run_1/clock_map.png
Scale: 2 px per um.
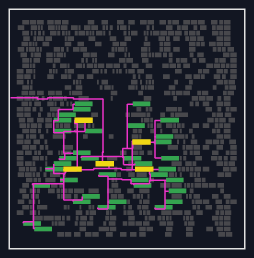
run_1/pdn.png
Scale: 3 px per um. Pins as bars on the die edge.
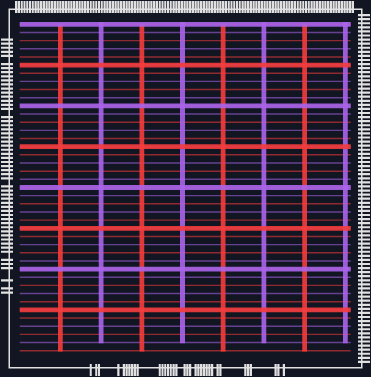
run_1/density.png
Scale: 3 px per um. The die is cut into 12 by 12 equal tiles; black is low, pale yellow is high, 0 to 100% covered.
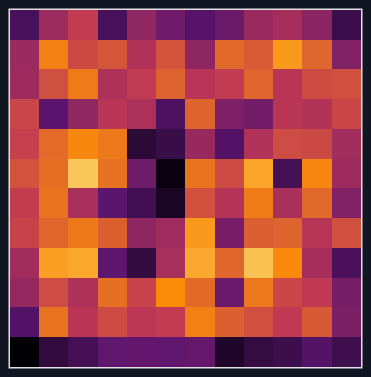
==> config.mk <==
export PLATFORM = sky130hd
export DESIGN_NAME = dmem_arbiter
export DESIGN_NICKNAME = d
export VERILOG_FILES = /design/src/rtl/dmem_arbiter.sv
export SDC_FILE = /design/constraint.sdc
export NUM_CORES = 1
export LEC_CHECK = 0
export CAP_MARGIN = 20
export CORE_AREA = 3 3 114 116
export CTS_CLUSTER_DIAMETER = 30
export DETAILED_ROUTE_END_ITERATION = 10
export DIE_AREA = 0 0 117 119
export PLACE_DENSITY_LB_ADDON = 0.05
export SYNTH_ARGS = -nofsm -noshare
export SYNTH_HDL_FRONTEND = slang
export SYNTH_SLANG_ARGS = --single-unit
==> constraint.sdc <==
create_clock -name clk -period 6.5 [get_ports clk]
set_clock_uncertainty 0.2 [all_clocks]
set_input_delay 1.3 -clock clk [delete_from_list [all_inputs] [get_ports clk]]
set_output_delay 1.3 -clock clk [all_outputs]
set_load 0.005 [all_outputs]
==> Slide: Implementation Results, run 1 <==
Key Metrics from the Run

Run status
  – Outcome: complete, no violations

Critical path
  – Critical path's largest stage delay: approximately 630 ps
  – Reg2Reg Depth: 5
  – CP cell instances: clkdlybuf4s50_1, a21bo_4, buf_4, mux2i_1, o21ai_0, clkdlybuf4s50_1
  – CP Launch Type: primary input
  – Endpoint class of the critical path: primary output
  – R2R Setup Slk: 4220 ps
  – Worst Path Arrival: between 3000 and 4000 ps
  – Max FO, Critical Path: 42
  – Setup Crit Path Kind: primary input to primary output
  – Critical path's slowest cell: clkdlybuf4s50_1
  – Top cell by count, worst path: clkdlybuf4s50_1
  – CP required: 5000 ps

Yosys
  – Biggest area cells: dfrtp_1 25%, a2bb2oi_2 12%, and2_1 12%
  – Area leader share: 25.02%
  – Yosys chip area: 0.003501 mm^2
  – Distinct lib cells: 28
  – Synth warn: 0
  – Dominant flop cell: dfrtp_1
  – Flops after synth: 36
  – Syn Area/Cell: 7.611 um^2
  – Cell Area, Synth: 0.003501 mm^2
  – Post-synth EDFFs: 0
  – Syn_nets: around 630
  – Post-synth top area cell: dfrtp_1
  – Top-count cell post-synth: nand2_1
  – Synth async-reset ratio: 100.0%
  – Synth cell count leaders: 97 x nand2_1, 66 x o21ai_0, 65 x and2_1
  – Post-Synthesis Cells: ~460
  – # Cells Yosys: around 460
  – Seq share, synth: between 20% and 30%

Final timing
  – Setup TNS Final: 0 ps
  – Setup ws final: 1164 ps
  – Final Max-Slew Violation Tally: 0
  – Endpoints failing hold: 0
  – Final setup vio count: 0
  – Worst-margin pin slew: ~950 ps
  – Period utilization: between 80% and 90%
  – Slew HR: 36.77%
  – FMAX: approximately 190 MHz
  – Tmin final: between 5000 and 6000 ps
  – RSZ-0062 raised after global routing: false

Placement
  – Gpl congestion: 0.8039
  – Placement Setup Slack: 1155 ps
  – Final HPWL from detailed placement: 11900 um
  – Number of port buffers: 299

Die
  – IO Pins: 300
  – Die extent in x: ~120 um
  – FP Rows: 40
  – Die ar.: roughly 0.014 mm^2

Clock network
  – CTS sink count: 36
  – CTS tree: yes
  – H-tree levels: 2
  – TritonCTS Buffers: 5
  – CTS Root Cell: clkbuf_16
  – Hold_buf cts: 0
  – Setup bufs post-CTS: 0
  – Worst-path clk slew: ~60 ps
  – CTS Buffer Depth: 2
  – Cts repair resizes: 0

Job
  – Max cap viols: 0
  – Tool warnings: 26

Global routing
  – GRT Overall Usage: ~21%
  – Largest net degree at the start of global routing: approximately 48
  – Initial antenna violation count: 0
  – First-pass GRT wire length: around 23000 um
  – Grt total ovfl: 0
  – Vias in the first global route: 4305

Layout
  – Layout cells sized above 1: under 10%
  – Reg area: 902.1 um^2
  – Fill count: 1152
  – Combinational gate area: 0.002415 mm^2
  – Max FFs per register: 32
  – # diodes: 0
  – Layout Nets: 901
  – Area growth syn-to-layout: 92.64%

Routing
  – Via/cell ratio: just under 5
  – Final WL: 15160 um
  – Residual DRC count: 0
  – Drt first pass iters: 5
  – Total vias in the final route: 4345
  – Initial DRC count: 179
  – Routed Antenna Nets: 0
  – DR WL/cell: approximately 17 um

Min path
  – Hold Crit Class: flop to flop
  – Worst hold stages: 1

Pwr
  – Power per cell area: approximately 220 mW/mm^2
  – Static leakage: about 2.7 nW
## Picture notes: clock_map.png
[green] flip-flops | count: 36
[magenta] clock wires | length: 523 um
[yellow] cells driving clock nets | count: 5
routed clock nets: 6
Latency at later pin: 280 ps
clock share of power: 16.1%
Clk. pwr: 240 uW

## Picture notes: pdn.png
| colour | net |
|---|---|
| purple | VDD |
| red | VSS |
met1 rails: 41
signal pins: 300
met5 straps: 8
Core Area: 0.01201 mm^2
die height: 119 um
VDD IR-drop max: 0.1542 mV

## Picture notes: density.png
emptiest ninth of the die: centre
nearly empty tiles: 0.70%
mean over tiles: 47%
densest ninth of the die: west
FP Core Util: 29.15%
Final Util: 56.15%

[run 1: metrics by stage]
step                std cells  hold WS [ps]  power (mW)  cell area, um^2  utilization, %
detailed placement        875         312.7       1.262             6595           54.91
floorplan                 460         295.4      0.8185             3501               -
finish                    883         322.1       1.490             6744           56.15
global placement          875         305.4       1.244             6595           54.91
global route              883         342.0       1.596             6744           56.15
CTS                       883         325.6       1.508             6744           56.15
[run 1: metal layers]
metal | track usage [%] | part of all wire [%]
met5 | 0 | 0
met3 | 3.811 | 7.2
met4 | 2.652 | 0.65
met2 | 38.94 | 53
met1 | 24.39 | 39
[run 1: cell type report]
cell class | count | area share [%]
timing repair buffer | 311 | 45.71
tap | 147 | 2.727
multi-input combinational | 378 | 35.81
sequential | 36 | 13.38
clock buffer | 6 | 2.059
inverter | 3 | 0.1670
clock inverter | 2 | 0.1484
[run 1: kinds of logic (layout without fill, tap and decap cells)]
family	Yosys count	in the layout	share of synthesized area (%)
compound gates	140	140	28.91
mux	32	32	9.149
buf+inv	46	322	6.111
simple gates	206	206	30.06
flops	36	36	25.77
[run 1: layout by cell type, fill, tap and decap left out, types with 3 or more instances in the layout]
cell	Yosys	layout
nand2_1	97	97
a2bb2oi_2	28	28
a21oi_1	35	35
dfrtp_1	35	35
mux2i_1	32	32
clkdlybuf4s50_1	0	299
buf_4	0	12
o21ai_0	66	66
a2bb2oi_1	4	4
nor2_1	3	3
clkbuf_16	0	5
inv_1	3	3
and2_1	65	65
or3_1	32	32
[run 1: worst max-delay path, delay by kind of cell]
family / cells / cell delay [ps]
multiplexers: 1 / 120
AND-OR/OR-AND: 2 / 770
buffers and inverters: 3 / 1610
[run 1: where the power goes]
part	total, mW	switching, mW	leakage, nW	internal, mW
registers	0.401	0.0770	0.392	0.324
logic	0.849	0.333	2.20	0.517
clock network	0.240	0.0890	0.0766	0.151
total	1.49	0.499	2.67	0.992
run_1/final_clocks.png
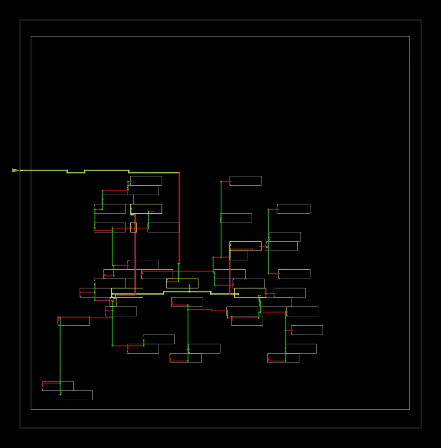

--- run 2 (diff from run 1) ---
- CORE_AREA: 3 3 114 116 -> 3 3 116 118
- DIE_AREA: 0 0 117 119 -> 0 0 119 121
- clock period: 6.5 -> 4.4 ns (I/O delays scaled with it)
run_2/final_clocks.png
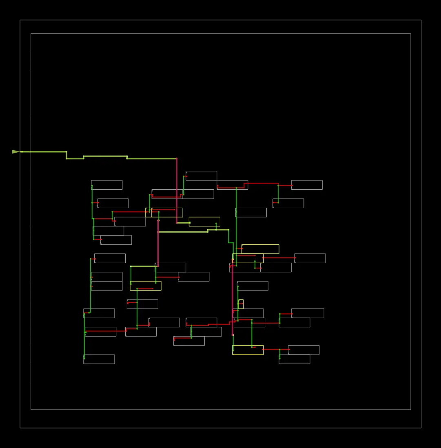
FFs & Latches: 36
clk_buf instances: 6
Clk. pwr: 392 uW

run_2/met2.png
Scale: 3 px per um.
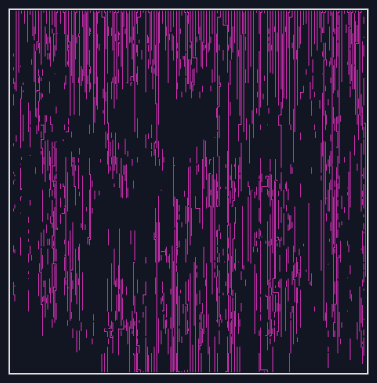
wire length on this layer: 7940 um
nets with wire on the layer: 738
longest straight run: 59.8 um
share of all routed wire: 51%
final WL: 15450 um
GR Util met2: 36.59%
total vias in the final route: 4343

run_2/pdn.png
Scale: 3 px per um. Pins as bars on the die edge.
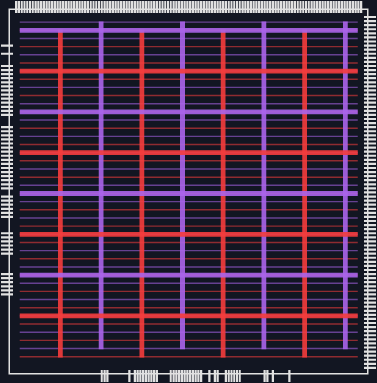
| colour | net |
|---|---|
| red | VSS |
| purple | VDD |
rows: 41
met4 straps: 8
die extent in x: 119 um
die height: 121 um
VDD IR-drop max: 0.2221 mV
Core Area: 0.01257 mm^2

==> Slide: Implementation Results, run 2 <==
Key Metrics from the Run

Clock network
  – CTS Buffer Depth: 2 (unchanged)
  – Cts repair resizes: 0 (unchanged)
  – CTS sink count: 36 (unchanged)
  – CTS Root Cell: clkbuf_16
  – Hold_buf cts: 0 (unchanged)
  – Worst-path clk slew: 50 ps (about the same)
  – H-tree levels: 2 (unchanged)
  – TritonCTS Buffers: 5 (unchanged)

Yosys
  – Post-synth top area cell: dfrtp_1
  – Synth cell count leaders: 97 x nand2_1, 66 x o21ai_0, 65 x and2_1
  – Post-Synthesis Cells: 460 (unchanged)
  – Synth warn: 0 (unchanged)
  – Biggest area cells: dfrtp_1 25%, a2bb2oi_2 12%, and2_1 12%
  – Synth async-reset ratio: 100.0% (unchanged)
  – Syn Area/Cell: 7.611 um^2 (unchanged)
  – Cell Area, Synth: 0.003501 mm^2 (unchanged)
  – # Cells Yosys: 460 (unchanged)
  – Yosys chip area: 0.003501 mm^2 (unchanged)
  – Dominant flop cell: dfrtp_1
  – Distinct lib cells: 28 (unchanged)
  – Seq share, synth: 25.77% (unchanged)

Layout
  – Most frequent logic cell in the layout: clkdlybuf4s50_1
  – Reg area: 902.1 um^2 (unchanged)
  – Layout cells sized above 1: 7.984% (+0.24 points)
  – Fill count: 1196 (+3.8%)
  – Final Util: 54.60% (-1.5 points)
  – Area growth syn-to-layout: 96.03%

Critical path
  – Levels on crit path: 7 (+1)
  – WP buf/inv: 3 (unchanged)
  – R2R Setup Slk: 2150 ps (-2070 ps)
  – Worst Path Arrival: 3050 ps (-790 ps)
  – Top cell by count, worst path: clkdlybuf4s50_1
  – Reg2Reg Depth: 4 (-1)
  – CP Launch Type: primary input
  – Endpoint class of the critical path: primary output

Min path
  – Hold Crit Class: flop to flop

Global routing
  – First-pass GRT wire length: 23560 um (+2.5%)
  – Grt total ovfl: 0 (unchanged)
  – GRT Overall Usage: 20.18% (-0.45 points)
  – Largest net degree at the start of global routing: 66 (+38%)
  – Vias in the first global route: 4213 (-2.1%)

Pwr
  – Power per cell area: 330.8 mW/mm^2 (+50%)
  – Clock share of power: 17.3% (+1.2 points)
  – Internal power: 1.527 mW (+54%)
  – Static leakage: 2.706 nW (+1.5%)
  – Combinational power share: 56.5% (-0.5 points)
  – Sw Pwr: 743.7 uW (+49%)

Routing
  – Initial DRC count: 196 (+9.5%)
  – Residual DRC count: 0 (unchanged)
  – Drt first pass iters: 4 (-1)
  – Routed Antenna Nets: 0 (unchanged)

Final timing
  – Endpoints failing hold: 0 (unchanged)
  – RSZ-0062 raised after global routing: false
  – Tmin final: 4131 ps
  – Worst-margin pin slew: 898.2 ps (-50.24 ps)
  – Period utilization: 93.89%
  – Slew HR: 40.12% (+3.3 points)
  – FMAX: 242.1 MHz
  – Final setup vio count: 0 (unchanged)
  – Setup TNS Final: 0 ps (unchanged)

Placement
  – Placed cell areas: 0.006699 mm^2 (+1.6%)
  – Final HPWL from detailed placement: 12080 um (+1.6%)

Run status
  – Outcome: complete, no violations

Job
  – Tool warnings: 26 (unchanged)
  – Max cap viols: 0 (unchanged)

Die
  – Die ar.: 0.01440 mm^2 (+3.4%)
==> run 2: cell counts after synthesis <==
Identical to the previous run, type by type.
==> run 2: final cells by class <==
cell class	count	area share, %
clock buffers	6	1.878
clock inverters	2	0.5105
inverters	3	0.1641
multi-input cells	378	35.19
flip-flops and latches	36	13.14
well taps	172	3.136
repair buffers	314	45.98
==> run 2: cells by family (layout without fill, tap and decap cells) <==
family,after synthesis,after routing,share of synthesized area (%)
AOI/OAI and AO/OA,140,140,28.91
buffers and inverters,46,325,6.111
DFF,36,36,25.77
muxes,32,32,9.149
and+or+nand+nor,206,206,30.06
==> run 2: metal layers <==
layer,GRT usage (%),part of all wire [%]
met2,36.59,51
met5,0,0
met3,3.823,5.8
met4,3.765,1.2
met1,25.05,42
==> run 2: worst reg2reg max path: stages, from the launching register on <==
cell	delay (ps)
dfrtp_1	550
buf_4	310
nor3_2	420
buf_4	490
a2bb2oi_1	140
==> run 2: stage by stage <==
step / cells / hold slack, ps / setup slack, ps / power (mW)
floorplan: 460 / 295.4 / 1396 / 1.209
finish: 911 / 321.7 / 268.9 / 2.270
global placement: 903 / 308.2 / 316.2 / 1.873
global route: 911 / 336.9 / 134.6 / 2.427
CTS: 911 / 326.5 / 261.8 / 2.298
detailed placement: 903 / 314.6 / 271.5 / 1.893
==> run 2: power by group through the flow <==
stage / Clock, mW / Combinational, mW / Sequential (mW)
global placement: 0 / 1.28 / 0.589
CTS: 0.404 / 1.30 / 0.595
floorplan: 0 / 0.643 / 0.566
finish: 0.392 / 1.28 / 0.596
global route: 0.419 / 1.39 / 0.615
detailed placement: 0 / 1.30 / 0.597
Power and IR drop assume default switching activity.
